### src/rtl/imem_loader.sv
// Streams a length-prefixed little-endian byte program into instruction RAM, then releases the core.
// One byte per cycle in LEN/DATA; BYTE_READY drops for the single WRITE cycle after each word (5 cycles/word).
module imem_loader #(
    parameter int MAX_WORDS = 1024
) (
    input  logic        CLK,
    input  logic        RESET_N,
    input  logic        START,
    input  logic [7:0]  BYTE_IN,
    input  logic        BYTE_VALID,
    output logic        BYTE_READY,
    input  logic [31:0] DIR_IMEM,
    output logic [31:0] IMEM_ADDR,
    output logic [31:0] IMEM_WDATA,
    output logic        IMEM_WE,
    output logic        CORE_RESET_N,
    output logic        DONE,
    output logic        ERROR
);

    localparam int IDX_W = $clog2(MAX_WORDS) + 1;

    typedef enum logic [2:0] {
        IDLE,
        LEN,
        DATA,
        WRITE,
        RUN,
        ERR
    } state_t;

    state_t             state;
    state_t             state_nxt;
    logic [1:0]         byte_cnt;
    logic [IDX_W-1:0]   word_idx;
    logic [IDX_W-1:0]   idx_inc;
    logic [31:0]        len_reg;
    logic [31:0]        word_reg;
    logic [31:0]        len_full;
    logic               byte_acc;
    logic               last_byte;
    logic               start_load;
    logic               last_word;

    assign byte_acc   = BYTE_READY & BYTE_VALID;
    assign last_byte  = byte_acc && (byte_cnt == 2'd3);
    // Little-endian shift-in: after four bytes the first byte sits in [7:0].
    assign len_full   = {BYTE_IN, len_reg[31:8]};
    assign idx_inc    = word_idx + IDX_W'(1);
    assign last_word  = (32'(idx_inc) == len_reg);
    assign start_load = START && (state == IDLE || state == RUN || state == ERR);

    always_ff @(posedge CLK or negedge RESET_N) begin
        if (!RESET_N) begin
            state <= IDLE;
        end else begin
            state <= state_nxt;
        end
    end

    always_comb begin
        state_nxt = state;
        case (state)
            IDLE: if (START) state_nxt = LEN;
            LEN: begin
                if (last_byte) begin
                    if (len_full == 32'd0)                  state_nxt = RUN;
                    else if (len_full > 32'(MAX_WORDS))     state_nxt = ERR;
                    else                                    state_nxt = DATA;
                end
            end
            DATA:  if (last_byte) state_nxt = WRITE;
            WRITE: state_nxt = last_word ? RUN : DATA;
            RUN:   if (START) state_nxt = LEN;
            ERR:   if (START) state_nxt = LEN;
            default: state_nxt = IDLE;
        endcase
    end

    always_ff @(posedge CLK or negedge RESET_N) begin
        if (!RESET_N) begin
            byte_cnt <= '0;
            word_idx <= '0;
            len_reg  <= '0;
            word_reg <= '0;
        end else if (start_load) begin
            byte_cnt <= '0;
            word_idx <= '0;
            len_reg  <= '0;
        end else begin
            if (byte_acc) begin
                byte_cnt <= byte_cnt + 2'd1;
                if (state == LEN) len_reg  <= len_full;
                else              word_reg <= {BYTE_IN, word_reg[31:8]};
            end
            if (state == WRITE) word_idx <= idx_inc;
        end
    end

    // All outputs decode from state, so CORE_RESET_N follows RESET_N without a clock edge.
    assign BYTE_READY   = (state == LEN) || (state == DATA);
    assign IMEM_WE      = (state == WRITE);
    assign CORE_RESET_N = (state == RUN);
    assign DONE         = (state == RUN);
    assign ERROR        = (state == ERR);

    always_comb begin
        IMEM_ADDR  = '0;
        IMEM_WDATA = '0;
        if (state == WRITE) begin
            IMEM_ADDR  = 32'({word_idx, 2'b00});
            IMEM_WDATA = word_reg;
        end else if (state == RUN) begin
            IMEM_ADDR  = DIR_IMEM;
        end
    end

endmodule

### config.mk
export PLATFORM = sky130hd
export DESIGN_NAME = imem_loader
export DESIGN_NICKNAME = d
export VERILOG_FILES = /design/src/rtl/imem_loader.sv
export SDC_FILE = /design/constraint.sdc
export NUM_CORES = 1
export LEC_CHECK = 0
export CAP_MARGIN = 40
export CORE_UTILIZATION = 41
export CTS_BUF_LIST = sky130_fd_sc_hd__clkbuf_8
export DETAILED_ROUTE_END_ITERATION = 12
export PLACE_DENSITY_LB_ADDON = 0.15
export SLEW_MARGIN = 10
export SYNTH_ARGS = -nofsm -noshare
export SYNTH_HDL_FRONTEND = slang
export SYNTH_SLANG_ARGS = --single-unit
export TNS_END_PERCENT = 1
### constraint.sdc
create_clock -name CLK -period 2.8 [get_ports CLK]
set_clock_uncertainty 0.15 [all_clocks]
set_input_delay 0.84 -clock CLK [delete_from_list [all_inputs] [get_ports CLK]]
set_output_delay 0.84 -clock CLK [all_outputs]
set_load 0.02 [all_outputs]
### Sizing map

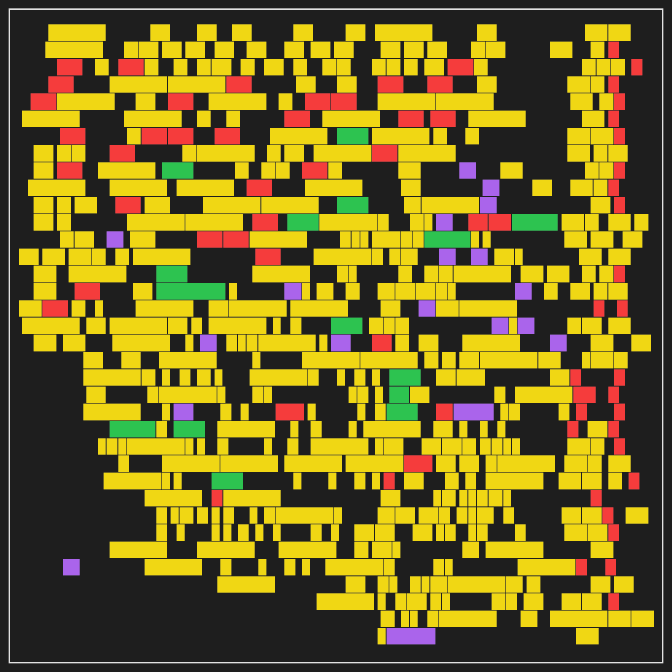
Green stands for _6 and larger, cells 15, share 2.8%. Purple stands for _3 and _4 cells, cells 19, share 3.6%. Red stands for _2 cells, cells 66, share 12%. Yellow stands for _0 and _1 cells, cells 432, share 81%.
synthesis-to-finish area growth: 31.08%
Buffers excl. clock: 129

### Placement view

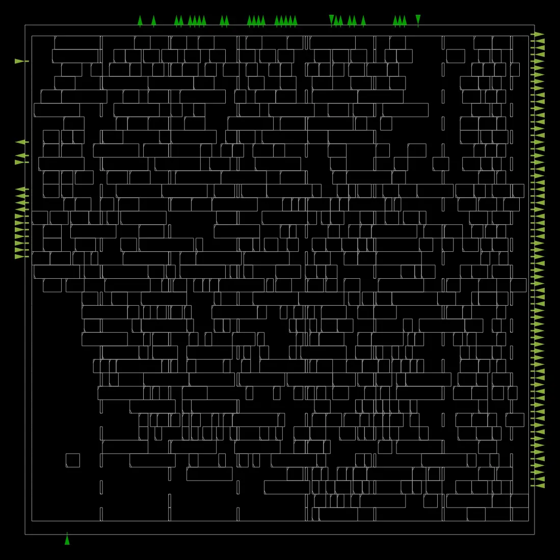
Flops: 80
Filler Cell Count: 946
register fraction of the total cell area: 36.62%

### Clock wires, drivers and flops

Bar = 20 um.
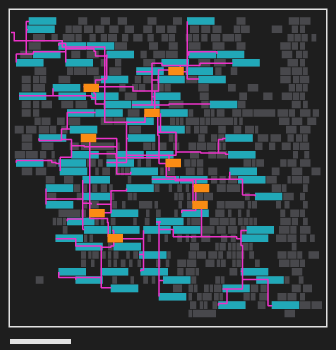
Orange stands for clock drivers, count 9. Cyan stands for flip-flops, count 80. Magenta stands for clock wires, length 967 um.
There are 10 routed clock nets.
clk pwr: 869 uW
clock latency on the worst-skew pair: 350 ps
Clk network pwr share: 24.3%

==> design notes <==
The worst voltage drop across the vdd grid was 0.2991 mV. The initial antenna violation count was 0; the layout clock buffer count was 10. Input and output buffers added on the ports amount to 112.

The tools report the maximum number of pins on one net before global-route repair as 44. Setup repair after global routing could not meet its margin everywhere. Counting flops and latches in the post-synthesis netlist gives 80. The flow ran to the end, and the final reports show no timing, DRC or antenna violations. The overall track demand over capacity in global routing was 19.22%. The inverter tally of the final layout excluding the clock network is 3, and the share of the final layout cell area in multi-input gates is 36.35%. Yosys reports the multiplexer fraction of the synthesized area as 8.641%. Critical path class: reg -> out. In the synthesized netlist, the cells that appear most often are dfrtp_1, nand2_1, o21ai_0.

The first global-routing pass estimated 15810 um of wire. The portion of the layout cell area used by non-clock buffers was 20.05%; the mean instance size in the synthesized netlist was 9.906 um^2. According to the I/O placement log, the pin count is 113.

For the data required time of the critical path, the log shows 1810 ps. For the die outline area, the log shows 10580 um^2. Per the synth stats, the flop cell with the highest instance count is dfrtp_1.
### Sequential cells coloured by netlist name

Bar = 20 um. Other sequential cells in the stronger grey, the rest of the logic in the fainter grey.
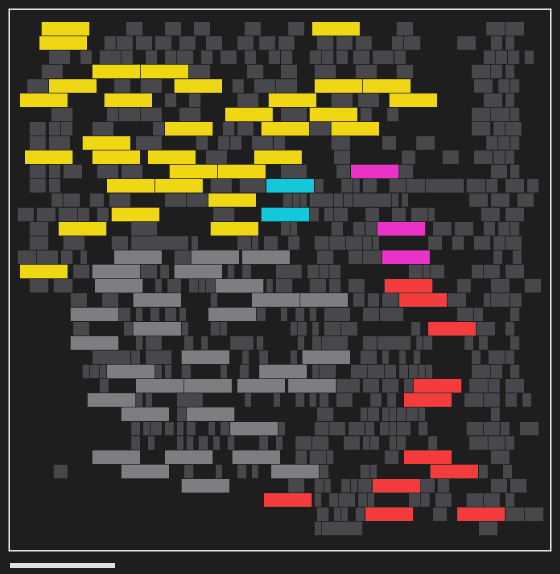
Yellow stands for word_reg, sequential cells 32. Magenta stands for state, sequential cells 3. Red stands for word_idx, sequential cells 11, where south-east. Cyan stands for byte_cnt, sequential cells 2.
Another 32 sequential cells are not coloured.
sequential standard cell area: 2002 um^2
Post-Route Utilization: 55.67%

### Signal metal coverage by tile

21 x 21 tiles, from dark blue (low) to red (high), scaled to the fullest tile. Values are wire area over tile area, all layers added.
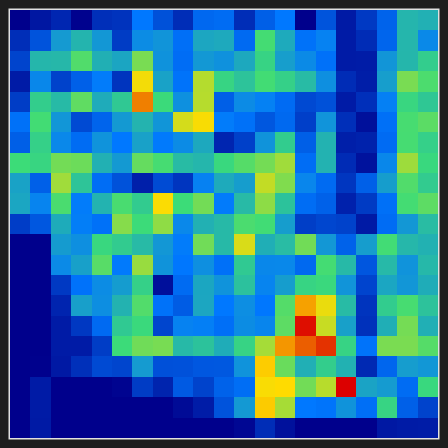
The emptiest ninth of the die: south-west. The mean over all tiles is 0.15. 10% of the tiles are nearly empty. 17% of the tiles are over half the peak. The fullest tile reaches 0.50.

==> worst max-delay path, cell delays in order (launching register included) <==
cell and delay [ps]:
dfrtp_1 410, inv_1 110, nor3_2 250, buf_12 200, and2_1 130, dlygate4sd2_1 330
==> power by group through the flow <==
stage | Clock (uW) | Combinational, uW | Sequential [uW]
final | 869 | 981 | 1730
after global placement | 0 | 943 | 1740
after floorplan | 0 | 800 | 1600
after global routing | 942 | 1110 | 1780
after CTS | 897 | 994 | 1730
after detailed placement | 0 | 974 | 1750
==> cells by family after synthesis <==
logic type,Yosys count
muxes,32
xor gates and xnor gates,15
DFF,80
buffers and inverters,37
AOI/OAI and AO/OA,82
and+or+nand+nor,173
adders and majority gates,2
==> stage by stage <==
step                total power (uW)  setup TNS (ps)  setup WS [ps]  area (um^2)
floorplan                       2403               0          208.9         4170
global placement                2683           -6125         -223.6         5435
detailed placement              2726           -6304         -237.0         5435
CTS                             3616          -31.58         -31.58         5592
global route                    3829          -341.2         -74.64         5466
finish                          3578               0          51.76         5466
==> metal layers <==
layer	vias to the layer above	routed length, um	global-route usage [%]
li1	1697	-	-
met1	1698	4440	25.53
met2	126	4703	31.85
met3	6	789	4.203
met4	0	47	5.200
met5	-	0	0
==> worst max path at each step <==
stage                    end  cells past startpoint
5_1_grt        IMEM_ADDR[16]                      5
2_1_floorplan  IMEM_ADDR[10]                      5
3_5_place_dp   IMEM_ADDR[10]                      4
4_1_cts        IMEM_ADDR[11]                      6
3_3_place_gp   IMEM_ADDR[10]                      4
6_report       IMEM_ADDR[26]                      5
==> timing repair <==
item | in CTS | in global routing
setup endpoints to repair | 69 | 32
resized | 88 | 42
buffers inserted | 2 | 0
Power figures rest on the tool's default switching activity, not on a simulated workload.
